**config.mk**
```make
export PLATFORM = sky130hd
export DESIGN_NAME = ecap5_dwbgpio_flat
export DESIGN_NICKNAME = d
export VERILOG_FILES = /design/src/rtl/ecap5_dwbgpio_if.sv /design/src/rtl/ecap5_dwbgpio.sv /design/src/flat_wrapper.sv
export SDC_FILE = /design/constraint.sdc
export NUM_CORES = 1
export LEC_CHECK = 0
export CELL_PAD_IN_SITES_DETAIL_PLACEMENT = 1
export CELL_PAD_IN_SITES_GLOBAL_PLACEMENT = 2
export CORE_AREA = 2 2 76 132
export CTS_BUF_LIST = sky130_fd_sc_hd__clkbuf_8
export DETAILED_ROUTE_END_ITERATION = 12
export DIE_AREA = 0 0 78 134
export MAX_ROUTING_LAYER = met4
export PLACE_DENSITY = 0.83
export SLEW_MARGIN = 5
export SYNTH_ARGS = -nofsm -noshare
export SYNTH_HDL_FRONTEND = slang
export SYNTH_SLANG_ARGS = --single-unit
```
**constraint.sdc**
```tcl
create_clock -name clk_i -period 2.55 [get_ports clk_i]
set_clock_uncertainty 0.15 [all_clocks]
set_input_delay 0.255 -clock clk_i [delete_from_list [all_inputs] [get_ports clk_i]]
set_output_delay 0.255 -clock clk_i [all_outputs]
set_load 0.03 [all_outputs]
```
**src/rtl/ecap5_dwbgpio_if.sv**
```systemverilog
// ecap5_dwbgpio_if: Wishbone pipelined bus between the interconnect (master) and the GPIO slave
interface ecap5_dwbgpio_if;
    logic [31:0] wb_adr_i;
    logic [31:0] wb_dat_i;
    logic [31:0] wb_dat_o;
    logic [3:0]  wb_sel_i;
    logic        wb_we_i;
    logic        wb_stb_i;
    logic        wb_cyc_i;
    logic        wb_ack_o;
    logic        wb_stall_o;
    modport slave (
        input  wb_adr_i, wb_dat_i, wb_sel_i, wb_we_i, wb_stb_i, wb_cyc_i,
        output wb_dat_o, wb_ack_o, wb_stall_o
    );
    modport master (
        output wb_adr_i, wb_dat_i, wb_sel_i, wb_we_i, wb_stb_i, wb_cyc_i,
        input  wb_dat_o, wb_ack_o, wb_stall_o
    );
endinterface

```
**src/rtl/ecap5_dwbgpio.sv**
```systemverilog
// ecap5_dwbgpio: Wishbone GPIO slave with LED output register and debounced, edge-latched button inputs
module ecap5_dwbgpio #(
    parameter int NB_OUT          = 2,
    parameter int NB_IN           = 2,
    parameter int DEBOUNCE_CYCLES = 65535,
    parameter int CNT_W           = 16
)(
    input  logic               clk_i,
    input  logic               rst_i,
    ecap5_dwbgpio_if.slave     wb,
    input  logic [NB_IN-1:0]   gpio_i,
    output logic [NB_OUT-1:0]  gpio_o
);
    localparam logic [CNT_W-1:0] CNT_MAX = CNT_W'(DEBOUNCE_CYCLES - 1);
    logic              req, wr;
    logic [1:0]        reg_sel;
    logic [31:0]       lane_mask, out_full, rd_data, dat_q;
    logic              ack_q;
    logic [NB_OUT-1:0] out_q, out_d;
    logic [NB_IN-1:0]  sync1_q, sync2_q, in_q, in_d, in_prev_q, edge_q, edge_d, clr;
    logic [CNT_W-1:0]  cnt_q [NB_IN];
    logic [CNT_W-1:0]  cnt_d [NB_IN];
    logic              unused_bits;
    assign req         = wb.wb_cyc_i & wb.wb_stb_i;
    assign wr          = req & wb.wb_we_i;
    assign reg_sel     = wb.wb_adr_i[3:2];
    assign lane_mask   = {{8{wb.wb_sel_i[3]}}, {8{wb.wb_sel_i[2]}}, {8{wb.wb_sel_i[1]}}, {8{wb.wb_sel_i[0]}}};
    assign wb.wb_stall_o = 1'b0;
    assign wb.wb_ack_o = ack_q;
    assign wb.wb_dat_o = dat_q;
    assign gpio_o      = out_q;
    assign unused_bits = ^{out_full, lane_mask, wb.wb_adr_i, wb.wb_dat_i};
    // Register writes (byte-lane merge, W1C with rising edge taking priority) and read mux
    always_comb begin
        out_full = (32'(out_q) & ~lane_mask) | (wb.wb_dat_i & lane_mask);
        out_d    = (wr && reg_sel == 2'd0) ? out_full[NB_OUT-1:0] : out_q;
        clr      = (wr && reg_sel == 2'd2) ? wb.wb_dat_i[NB_IN-1:0] & lane_mask[NB_IN-1:0] : '0;
        edge_d   = (edge_q & ~clr) | (in_q & ~in_prev_q);
        rd_data  = reg_sel == 2'd0 ? 32'(out_q) :
                   reg_sel == 2'd1 ? 32'(in_q)  :
                   reg_sel == 2'd2 ? 32'(edge_q) : 32'd0;
    end
    // Per-bit debounce: accept the synced level once it has differed for DEBOUNCE_CYCLES samples
    always_comb begin
        in_d = in_q;
        for (int i = 0; i < NB_IN; i++) begin
            cnt_d[i] = '0;
            if (sync2_q[i] != in_q[i]) begin
                if (cnt_q[i] == CNT_MAX) in_d[i] = sync2_q[i];
                else cnt_d[i] = cnt_q[i] + 1'b1;
            end
        end
    end
    // Bus pipeline: one-cycle registered ack and read data, register state update
    always_ff @(posedge clk_i) begin
        if (!rst_i) begin
            ack_q  <= 1'b0;
            dat_q  <= '0;
            out_q  <= '0;
            edge_q <= '0;
        end else begin
            ack_q  <= req;
            dat_q  <= (req && !wb.wb_we_i) ? rd_data : '0;
            out_q  <= out_d;
            edge_q <= edge_d;
        end
    end
    // Input path: two-flop synchroniser, debounced level and its previous value for edge detect
    always_ff @(posedge clk_i) begin
        if (!rst_i) begin
            sync1_q   <= '0;
            sync2_q   <= '0;
            in_q      <= '0;
            in_prev_q <= '0;
            for (int i = 0; i < NB_IN; i++) cnt_q[i] <= '0;
        end else begin
            sync1_q   <= gpio_i;
            sync2_q   <= sync1_q;
            in_q      <= in_d;
            in_prev_q <= in_q;
            for (int i = 0; i < NB_IN; i++) cnt_q[i] <= cnt_d[i];
        end
    end
endmodule

```
**src/flat_wrapper.sv**
```systemverilog
// flat-port wrapper written by rule: the top's interface ports become plain ports
module ecap5_dwbgpio_flat 
#(
    parameter int NB_OUT          = 2,
    parameter int NB_IN           = 2,
    parameter int DEBOUNCE_CYCLES = 65535,
    parameter int CNT_W           = 16
)
  (clk_i, rst_i, gpio_i, gpio_o, wb_wb_adr_i, wb_wb_dat_i, wb_wb_sel_i, wb_wb_we_i, wb_wb_stb_i, wb_wb_cyc_i, wb_wb_dat_o, wb_wb_ack_o, wb_wb_stall_o);
  ecap5_dwbgpio_if wb_i ();
  input  logic clk_i;
  input  logic rst_i;
  input  logic [NB_IN-1:0] gpio_i;
  output logic [NB_OUT-1:0] gpio_o;
  input wire logic [$bits(wb_i.wb_adr_i)-1:0] wb_wb_adr_i;
  input wire logic [$bits(wb_i.wb_dat_i)-1:0] wb_wb_dat_i;
  input wire logic [$bits(wb_i.wb_sel_i)-1:0] wb_wb_sel_i;
  input wire logic [$bits(wb_i.wb_we_i)-1:0] wb_wb_we_i;
  input wire logic [$bits(wb_i.wb_stb_i)-1:0] wb_wb_stb_i;
  input wire logic [$bits(wb_i.wb_cyc_i)-1:0] wb_wb_cyc_i;
  output wire logic [$bits(wb_i.wb_dat_o)-1:0] wb_wb_dat_o;
  output wire logic [$bits(wb_i.wb_ack_o)-1:0] wb_wb_ack_o;
  output wire logic [$bits(wb_i.wb_stall_o)-1:0] wb_wb_stall_o;
  assign wb_i.wb_adr_i = wb_wb_adr_i;
  assign wb_i.wb_dat_i = wb_wb_dat_i;
  assign wb_i.wb_sel_i = wb_wb_sel_i;
  assign wb_i.wb_we_i = wb_wb_we_i;
  assign wb_i.wb_stb_i = wb_wb_stb_i;
  assign wb_i.wb_cyc_i = wb_wb_cyc_i;
  assign wb_wb_dat_o = wb_i.wb_dat_o;
  assign wb_wb_ack_o = wb_i.wb_ack_o;
  assign wb_wb_stall_o = wb_i.wb_stall_o;
  ecap5_dwbgpio #(.NB_OUT(NB_OUT), .NB_IN(NB_IN), .DEBOUNCE_CYCLES(DEBOUNCE_CYCLES), .CNT_W(CNT_W)) u_core (.clk_i(clk_i), .rst_i(rst_i), .wb(wb_i), .gpio_i(gpio_i), .gpio_o(gpio_o));
endmodule
```
Fig. 1: run 1, cell outlines without signal wires
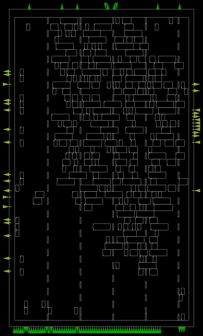
core box area: 0.00941 mm^2
number of fill cells in the layout: 1138
sequential cell area share: 0.366
post-layout util: 0.273

Fig. 2: run 1, cell density map
8 x 13 tiles, from white (low) to dark blue (high), 0 to 100% covered.
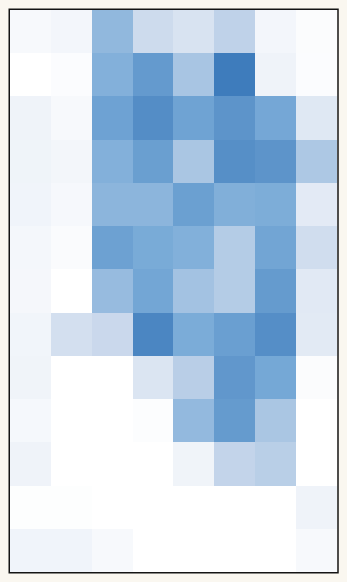
fullest tile = 69%
nearly empty tiles = 25%
mean over tiles = 23%
emptiest ninth of the die = south-west
FP Util: 0.245

==> CHANGELOG.md, run 1 <==
## Flow update

- Run status: finished clean
- Met3 Usage GRT: 0.0236
- Largest net degree at the start of global routing: 17
- Crit path DRT: approximately 2.6 ns
- Final wirelength: between 4 and 5 mm
- Switching power total: ~0.00035 W
- Tool warnings: roughly 91
- Chip Area, Yosys: 0.00230 mm^2
- Worst flop-to-flop path endpoint: u_core.cnt_q[0][30]
- Leak Pwr: 0.955 nW
- Post-route DRC violation count: 0
- Top cells excl fill/tap: 47 x dfxtp_1, 35 x nor2_1, 31 x conb_1
- Non-clk buf share: 0.0652
- Ant diodes: 0
- Met3 routed WL: approximately 220 um
- Final min period: roughly 1.8 ns
- Clock Power Share: 0.365
- Full die area: between 0.01 and 0.015 mm^2
- Hold Buf Count CTS: 0
- Internal power: just under 0.001 W
- Nature of the critical path endpoint: flip-flop
- Fmax: between 0.5 and 0.6 GHz
- Met2 wire len: around 2.5 mm
- CTS tree: done
- Total Nets Final: roughly 340
- Synth warnings: 0
- Reg2Reg Setup Slack: 0.73 ns
- Dominant register cell in the synthesized netlist: dfxtp_1
- Setup tns final: 0 ns
- Cell area leaders: dfxtp_1 41%, buf_4 10%, xnor2_1 6.5%
- Flop area: 941 um^2
- Most used logic cell in the final layout: dfxtp_1
- Max reg flops: 32
- Combinational Gates: 186
- Seq pwr share: 0.557
- Dpl ws: roughly 0.7 ns
- Post-route insts no fill: slightly below 400
- Critical-path maximum fanout: 6
- Period Utilization, post-route: 0.716
- CLK BUF: 6
- Cell Pwr Density: 518 mW/mm^2
- Post-synth cell types: 32
- Worst Hold Path EP: u_core.sync2_q[1]
- Die width: just under 80 um
- # setup viols final: 0
- Initial DRC count: around 45
- Wire length on met1: around 1.7 mm
- Worst R2R Path Depth: 5
- Worst setup endpoint: u_core.cnt_q[0][30]
- Comb. cell area: between 0.001 and 0.0015 mm^2
- Hold Slack: 0.294 ns
- Clk tree area frac: 0.0385
- Post-DR wirelength/cell: roughly 12 um
- Antenna-violating nets left: 0
- Taps Inserted: roughly 120
- Clock Tree Root: clkbuf_8
- Most flops, register: u_core.cnt_q
- Initial antenna violation count: 0
- Resize count post-CTS: 0
- First-pass GRT wire length: about 7.7 mm
- Comb area share: 0.459
- Max Slew Vio Count: 0
Fig. 3: run 1, drive-strength map
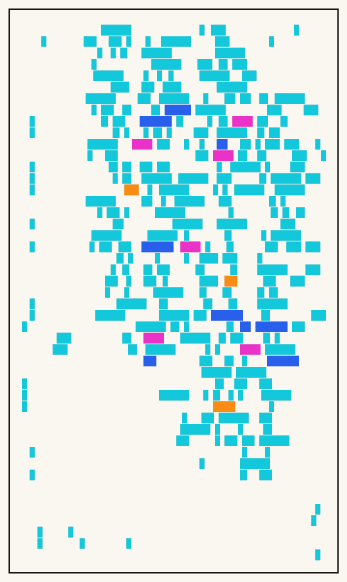
orange -> drive 2  # cells 3, share 1.1%
magenta -> drive 6 and up  # cells 6, share 2.3%, most used clkbuf_8
blue -> drive 3 to 4  # cells 9, share 3.4%, most used nand4_4
cyan -> drive 1 or less  # cells 248, share 93%, most used dfxtp_1
post-layout worst setup margin: 0.725 ns
Synth-to-Final Area Change: 11.7%
post-route cell area: 0.00257 mm^2
Buffers excl. clock: 17

[run 1: worst max-delay path, delay by kind of cell (launching register included)]
kind / cells / cell delay [ns]
flip-flops: 1 / 0.46
XOR/XNOR: 1 / 0.16
adder cells (fa/ha/maj): 1 / 0.26
AND/OR/NAND/NOR: 3 / 0.69
[run 1: kinds of logic (layout without fill, tap and decap cells)]
family          Yosys count  in the layout  share of synthesized area
mux                       6              6                     0.0261
xor+xnor                 29             29                      0.110
buf+inv                  43             33                      0.127
simple gates            106            106                      0.269
other cells               1             31                    0.00163
fa+ha+maj                 4              4                     0.0218
flops                    47             47                      0.409
compound gates           10             10                     0.0353
## Run 2: what changed since run 1
--- a/config.mk
+++ b/config.mk
@@ -7,12 +7,12 @@
 export LEC_CHECK = 0
 export CELL_PAD_IN_SITES_DETAIL_PLACEMENT = 1
 export CELL_PAD_IN_SITES_GLOBAL_PLACEMENT = 2
-export CORE_AREA = 2 2 76 132
+export CORE_AREA = 2 2 83 144
 export CTS_BUF_LIST = sky130_fd_sc_hd__clkbuf_8
 export DETAILED_ROUTE_END_ITERATION = 12
-export DIE_AREA = 0 0 78 134
+export DIE_AREA = 0 0 85 146
 export MAX_ROUTING_LAYER = met4
-export PLACE_DENSITY = 0.83
+export PLACE_DENSITY = 0.74
 export SLEW_MARGIN = 5
 export SYNTH_ARGS = -nofsm -noshare
 export SYNTH_HDL_FRONTEND = slang
==> constraint.sdc (replaced) <==
create_clock -name clk_i -period 1.57 [get_ports clk_i]
set_clock_uncertainty 0.15 [all_clocks]
set_input_delay 0.157 -clock clk_i [delete_from_list [all_inputs] [get_ports clk_i]]
set_output_delay 0.157 -clock clk_i [all_outputs]
set_load 0.03 [all_outputs]
Fig. 4: run 2, cell density map
8 x 15 tiles, from white (low) to dark blue (high), 0 to 100% covered.
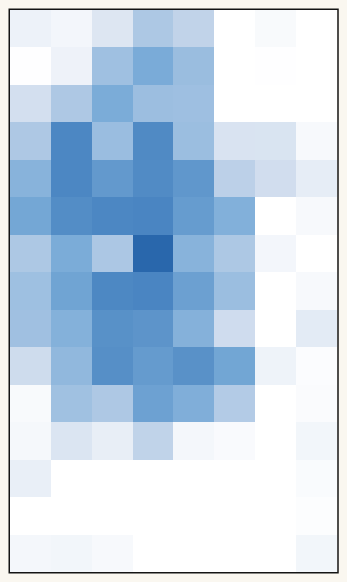
fullest tile = 78%
mean over tiles = 24%
densest ninth of the die = centre
emptiest ninth of the die = south-east
nearly empty tiles = 28%
FP Util: 0.206
core box area: 0.0112 mm^2

==> run 2 against run 1 <==
  * The run now ends with negative setup slack left
  * Largest cell class unchanged
  * Cell area is 22% higher
  * Clock-buffer cell count stayed put
  * Critical path type unchanged
  * Worst setup slack worse by 0.74 ns
==> CHANGELOG.md, run 2 <==
## Flow update

- Run status: finished with violations
- Failing checks: negative setup slack
- Hold Slack: 0.282 ns (-0.0127 ns)
- Power, Total: about 0.0021 W
- Site Rows: roughly 51
- Highest routed layer: met4
- Die Ht: between 100 and 150 um
- CP top delay family: simple AND/OR/NAND/NOR gates
- Yosys simple share: 0.269 (unchanged)
- Post-DP HPWL: about 3.7 mm
- Post-DR wirelength/cell: 11.6 um (about the same)
- Synth area leader: dfxtp_1
- Max Cap Violations: 0
- Cell count in the Yosys report: approximately 250
- Worst path slowest cell: nor4_4
- Resize count post-CTS: 8 (+8)
- CTS tree: done
- TritonRoute pass-1 iters: 4
- Port Buf Inserts: 16
- Fmax: 0.632 GHz (+15%)
- Buffers excl. clock: 66 (+49)
- Wire length on met1: 1.83 mm (+10%)
- Taps Inserted: 132 (+8.2%)
- Post-synth seq share: 0.409
- Cell area leaders: dfxtp_1 41%, buf_4 10%, xnor2_1 6.5%
- Via density: about 4
- Post-layout util: 0.282 (+0.00854)
- XOR/XNOR Area Share: 0.110 (unchanged)
- Main logic family: simple AND/OR/NAND/NOR gates
- Max Slew Vio Count: 0 (unchanged)
- Switch share: 0.254
- Met3 routed WL: 149 um (-33%)
- Comb. cell area: 0.00131 mm^2 (+11%)
- Met3 Usage GRT: 0.0170 (-0.00654)
- Period Utilization, post-route: 1.01 (+0.293)
- Ant diodes: 0 (unchanged)
- DP Area: approximately 0.0028 mm^2
- Via count: roughly 1800
- Post-Synth Adder-Cell Area: 0.0218 (unchanged)
- Critical-path maximum fanout: 8 (+2)
- Clock Tree Root: clkbuf_8
- Chip Area, Yosys: 0.00230 mm^2 (unchanged)
- Sequential cells: between 40 and 50
- CP peak stage delay: ~0.42 ns
- Nature of the critical path endpoint: flip-flop
- Post-synth EDFFs: 0
- Critical path depth: 4 (-1)
- Met2 wire len: 3.10 mm (+22%)
- Leak Pwr: 1.29 nW (+35%)
- Clk latency late pin: ~0.30 ns
- Tool warnings: 92 (+1.1%)
- Worst vdd ir: approximately 0.00059 V
- Comb area share: 0.415 (-0.0438)
- Final wirelength: 5.17 mm (+15%)
- Synth warnings: 0 (unchanged)
- Initial DRC count: 44 (-2.2%)
- Hold WC Path Type: in -> reg
- Number of global-route vias before repair: 1869
- Setup Buffers After CTS: 2
- Combinational Gates: 187 (+0.54%)
- Ratio of cells with drive above 1 in the final layout: 0.337
- Synth top cell by count: dfxtp_1
- All-Layer GR Usage: 0.0817
- Final hold viol count: 0
- Netlist Area Pre-Place: approximately 0.0023 mm^2
- Buffers & Inverters on Critical Path: 0 (unchanged)
- Crit-path cells: nand4_1 > nor4_4 > a31o_4 > nor2_1
- Worst R2R Path Depth: 4 (-1)
- Internal power: 0.00160 W (+63%)
- Compound Share, Synth: 0.0353 (unchanged)
- Hold Buf Count CTS: 0 (unchanged)
- Synthesized registers: between 40 and 50
- Reg2Reg Setup Slack: -0.01 ns (-0.74 ns)
- Most flops, register: u_core.cnt_q
- Seq pwr share: 0.559 (+0.002)
- Initial antenna violation count: 0 (unchanged)
- Met2 global-route usage: 0.161
- Synthesized area per cell: approximately 9.4 um^2
- Placed instance count: roughly 430
- Synth-to-Final Area Change: 36.7%
- Dpl ws: -0.0903 ns (-0.792 ns)
- Crit path DRT: 1.62 ns (-0.99 ns)
- Final min period: 1.58 ns (-0.242 ns)
- Final Wtd Congestion: approximately 0.75
- Mapped Cells: roughly 250
- Arr. time, crit path: around 1.6 ns
- Flop area: 970 um^2 (+3.1%)
- Post-route DRC violation count: 0 (unchanged)
- RSZ-0062 raised after global routing: yes
- Die width: 85 um (+9.0%)
- Largest cell class by area: multi-input combinational cells
- Total Nets Final: 394 (+15%)
- Sequential cell area share: 0.308 (-0.0578)
- Largest net degree at the start of global routing: 17 (unchanged)
- Post-synth top cells: 47 x dfxtp_1, 35 x nor2_1, 31 x buf_4, 17 x xnor2_1, 13 x nand2_1
- Post-route cell area: 0.00315 mm^2 (+22%)
- Gate power share: 0.092
- Dominant register cell in the synthesized netlist: dfxtp_1
- CLK BUF: 6 (unchanged)
- Non-clk buf share: 0.186 (+0.121)
- Max Buffers Root-to-Sink: 2
- Clock Power Share: 0.349 (-0.016)
- Met1 Use GR: 0.0746
- Post-route insts no fill: 447 (+15%)
- Switching power total: 0.000544 W (+57%)
- Multiplexer share of the synthesized area: 0.0261 (unchanged)
- Antenna-violating nets left: 0 (unchanged)
- Asr flop ratio synth: 0
- Number of fill cells in the layout: 1292 (+14%)
- Setup tns final: -0.0282 ns (-0.0282 ns)
- Sink Count: ~47
- First-pass GRT wire length: 8.12 mm (+5.8%)
- Top cells excl fill/tap: 46 x buf_4, 31 x conb_1, 30 x dfxtp_1
- Most used logic cell in the final layout: buf_4
- GR peak layer: met2
- Max reg flops: 32 (unchanged)
- TritonCTS Buffers: 5
- Cell Pwr Density: 682 mW/mm^2 (+32%)
- Post-synth cell types: 32 (unchanged)
- Type of the worst setup path: reg -> reg
- Max-area cell share: 0.409
- # setup viols final: 5 (+5)
- Full die area: 0.0124 mm^2 (+19%)
- H-tree levels: 2
- Post-layout worst setup margin: -0.0129 ns (-0.738 ns)
- Clk tree area frac: 0.0278 (-0.0106)
-- run 2: cell counts after synthesis --
No cell type changed its count.
-- run 2: power groups by stage --
stage	Clock [W]	Combinational, W	Sequential (W)
after floorplan	0	0.000181	0.00123
after detailed placement	0	0.000183	0.00123
final	0.000749	0.000198	0.00120
after CTS	0.000790	0.000188	0.00120
after global routing	0.000830	0.000211	0.00120
after global placement	0	0.000182	0.00123
-- run 2: path summary, 6_finish.rpt --
check                            from             endpoint
setup reg to reg  u_core.cnt_q[0][18]  u_core.cnt_q[0][19]
setup / recovery  u_core.cnt_q[0][18]  u_core.cnt_q[0][19]
hold reg to reg     u_core.sync1_q[0]    u_core.sync2_q[0]
hold / removal              gpio_i[1]    u_core.sync1_q[1]
## Run 3: what changed since run 2
--- a/config.mk
+++ b/config.mk
@@ -9,6 +9,7 @@
 export CELL_PAD_IN_SITES_GLOBAL_PLACEMENT = 2
 export CORE_AREA = 2 2 83 144
 export CTS_BUF_LIST = sky130_fd_sc_hd__clkbuf_8
+export CTS_CLUSTER_SIZE = 12
 export DETAILED_ROUTE_END_ITERATION = 12
 export DIE_AREA = 0 0 85 146
 export MAX_ROUTING_LAYER = met4
Fig. 5: run 3, pin placement
The bar under the picture is 20 um long. Pins as bars across the die edge, other pins in grey.
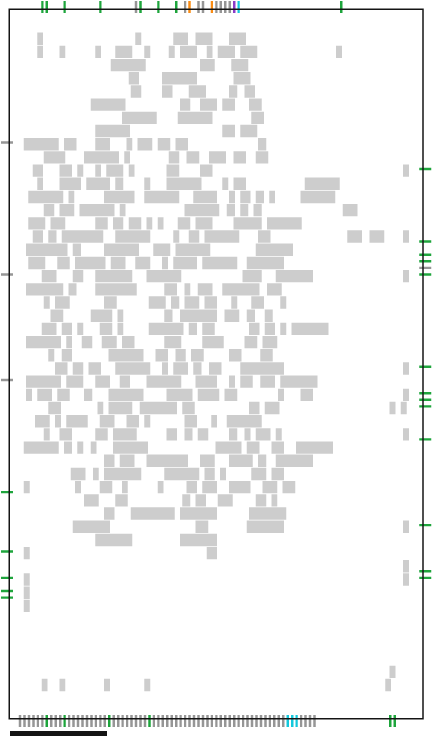
purple -> `wb_wb_we_i`  # pins 1, direction input, edge north
green -> `wb_wb_dat_o`  # pins 32, direction output, edge 13 east, 8 north, 6 south, 5 west
cyan -> `wb_wb_sel_i`  # pins 4, direction input, edge 3 south, 1 north
orange -> `gpio_o`  # pins 2, direction output, edge north
all pins by edge = 69 south, 20 north, 14 east, 8 west
die width: 85 um
Port Buf Inserts: 16

==> run 3 against run 2 <==
  * Clock power is essentially flat
  * Flip-flop count stayed put
  * Sequential power about the same
  * Maximum frequency unchanged
  * The flow still finishes with violations (negative setup slack)
  * Synthesized area stayed put
  * Wire length stayed put
  * Combinational power is essentially flat
  * Worst setup slack is the same
  * Synthesized cell count did not move
  * Largest cell class unchanged
==> CHANGELOG.md, run 3 <==
## Flow update

- Run status: finished with violations
- Failing checks: negative setup slack
- Post-synth top cells: 47 x dfxtp_1, 35 x nor2_1, 31 x buf_4, 17 x xnor2_1, 13 x nand2_1
- Max reg flops: 32 (unchanged)
- Clk tree area frac: 0.0278 (unchanged)
- CTS tree: done
- H-tree levels: 2 (unchanged)
- Post-route DRC violation count: 0 (unchanged)
- Asr flop ratio synth: 0 (unchanged)
- Post-route insts no fill: 447 (unchanged)
- Buffers & Inverters on Critical Path: 0 (unchanged)
- Comb area share: 0.415 (unchanged)
- Non-clk buf share: 0.186 (unchanged)
- Post-DP HPWL: 3.72 mm (unchanged)
- Critical path depth: 4 (unchanged)
- Initial antenna violation count: 0 (unchanged)
- Clk latency late pin: 0.30 ns (about the same)
- Total Nets Final: 394 (unchanged)
- Met3 Usage GRT: 0.0170 (unchanged)
- Site Rows: 51 (unchanged)
- Post-route cell area: 0.00315 mm^2 (unchanged)
- Gate power share: 0.092 (about the same)
- Worst setup endpoint: u_core.cnt_q[0][19]
- Hold Slack: 0.282 ns (unchanged)
- Max-area cell share: 0.409 (unchanged)
- Synth warnings: 0 (unchanged)
- Highest routed layer: met4
- Met1 Use GR: 0.0746 (unchanged)
- First-pass GRT wire length: 8.12 mm (unchanged)
- Worst R2R Path Depth: 4 (unchanged)
- Crit path DRT: 1.62 ns (about the same)
- # setup viols final: 5 (unchanged)
- Synth area leader: dfxtp_1
- Number of fill cells in the layout: 1292 (unchanged)
- Resize count post-CTS: 8 (unchanged)
- Post-synth seq share: 0.409 (unchanged)
- Synth-to-Final Area Change: 36.7% (unchanged)
- Post-layout worst setup margin: -0.0129 ns (unchanged)
- FP Util: 0.206 (unchanged)
- Comb group: 0.000198 W (about the same)
- Netlist Area Pre-Place: 0.00230 mm^2 (unchanged)
- Dominant register cell in the synthesized netlist: dfxtp_1
- Hold Buf Count CTS: 0 (unchanged)
- Seq pwr share: 0.559 (about the same)
- Taps Inserted: 132 (unchanged)
- Reg-to-Reg Start: u_core.cnt_q[0][18]
- Placed instance count: 432 (unchanged)
- Worst path slowest cell: nor4_4
- Core box area: 0.0112 mm^2 (unchanged)
- Internal power: 0.00160 W (unchanged)
- Setup Buffers After CTS: 2 (unchanged)
- Cell count in the Yosys report: 246 (unchanged)
- All-Layer GR Usage: 0.0817 (unchanged)
- TritonCTS Buffers: 5 (unchanged)
- Switching power total: 0.000544 W (unchanged)
- Largest cell class by area: multi-input combinational cells
- Fmax: 0.632 GHz (unchanged)
- Leak Pwr: 1.29 nW (unchanged)
- Cell area leaders: dfxtp_1 41%, buf_4 10%, xnor2_1 6.5%
- Final wirelength: 5.17 mm (unchanged)
- Reg2Reg Setup Slack: -0.01 ns (about the same)
- Cell Pwr Density: 682 mW/mm^2 (unchanged)
- Final min period: 1.58 ns (unchanged)
- GR peak layer: met2
- Largest net degree at the start of global routing: 17 (unchanged)
- Tool warnings: 92 (unchanged)
- Post-synth EDFFs: 0 (unchanged)
- Chip Area, Yosys: 0.00230 mm^2 (unchanged)
- Top cells excl fill/tap: 46 x buf_4, 31 x conb_1, 30 x dfxtp_1
- Synthesized registers: 47 (unchanged)
- Met2 global-route usage: 0.161 (unchanged)
- Ant diodes: 0 (unchanged)
- Flop area: 970 um^2 (unchanged)
- Via density: 4.02 (unchanged)
- Clock Tree Root: clkbuf_8
- Met3 routed WL: 149 um (unchanged)
- Max power group: registers
[run 3: cells by family after synthesis]
logic type                 synth area share
AOI/OAI and AO/OA                    0.0353
xor gates and xnor gates              0.110
adders and majority gates            0.0218
buffers and inverters                 0.127
DFF                                   0.409
muxes                                0.0261
other                               0.00163
and+or+nand+nor                       0.269
[run 3: worst min path at each step]
stage / startpoint / to / depth (start not counted)
6_report: gpio_i[1] / u_core.sync1_q[1] / 2
5_1_grt: gpio_i[1] / u_core.sync1_q[1] / 2
4_1_cts: gpio_i[0] / u_core.sync1_q[0] / 2
3_5_place_dp: u_core.sync1_q[0] / u_core.sync2_q[0] / 1
3_3_place_gp: u_core.sync1_q[0] / u_core.sync2_q[0] / 1
2_1_floorplan: wb_wb_we_i / u_core.wb.wb_dat_o[0] / 1
Power and IR drop assume default switching activity.
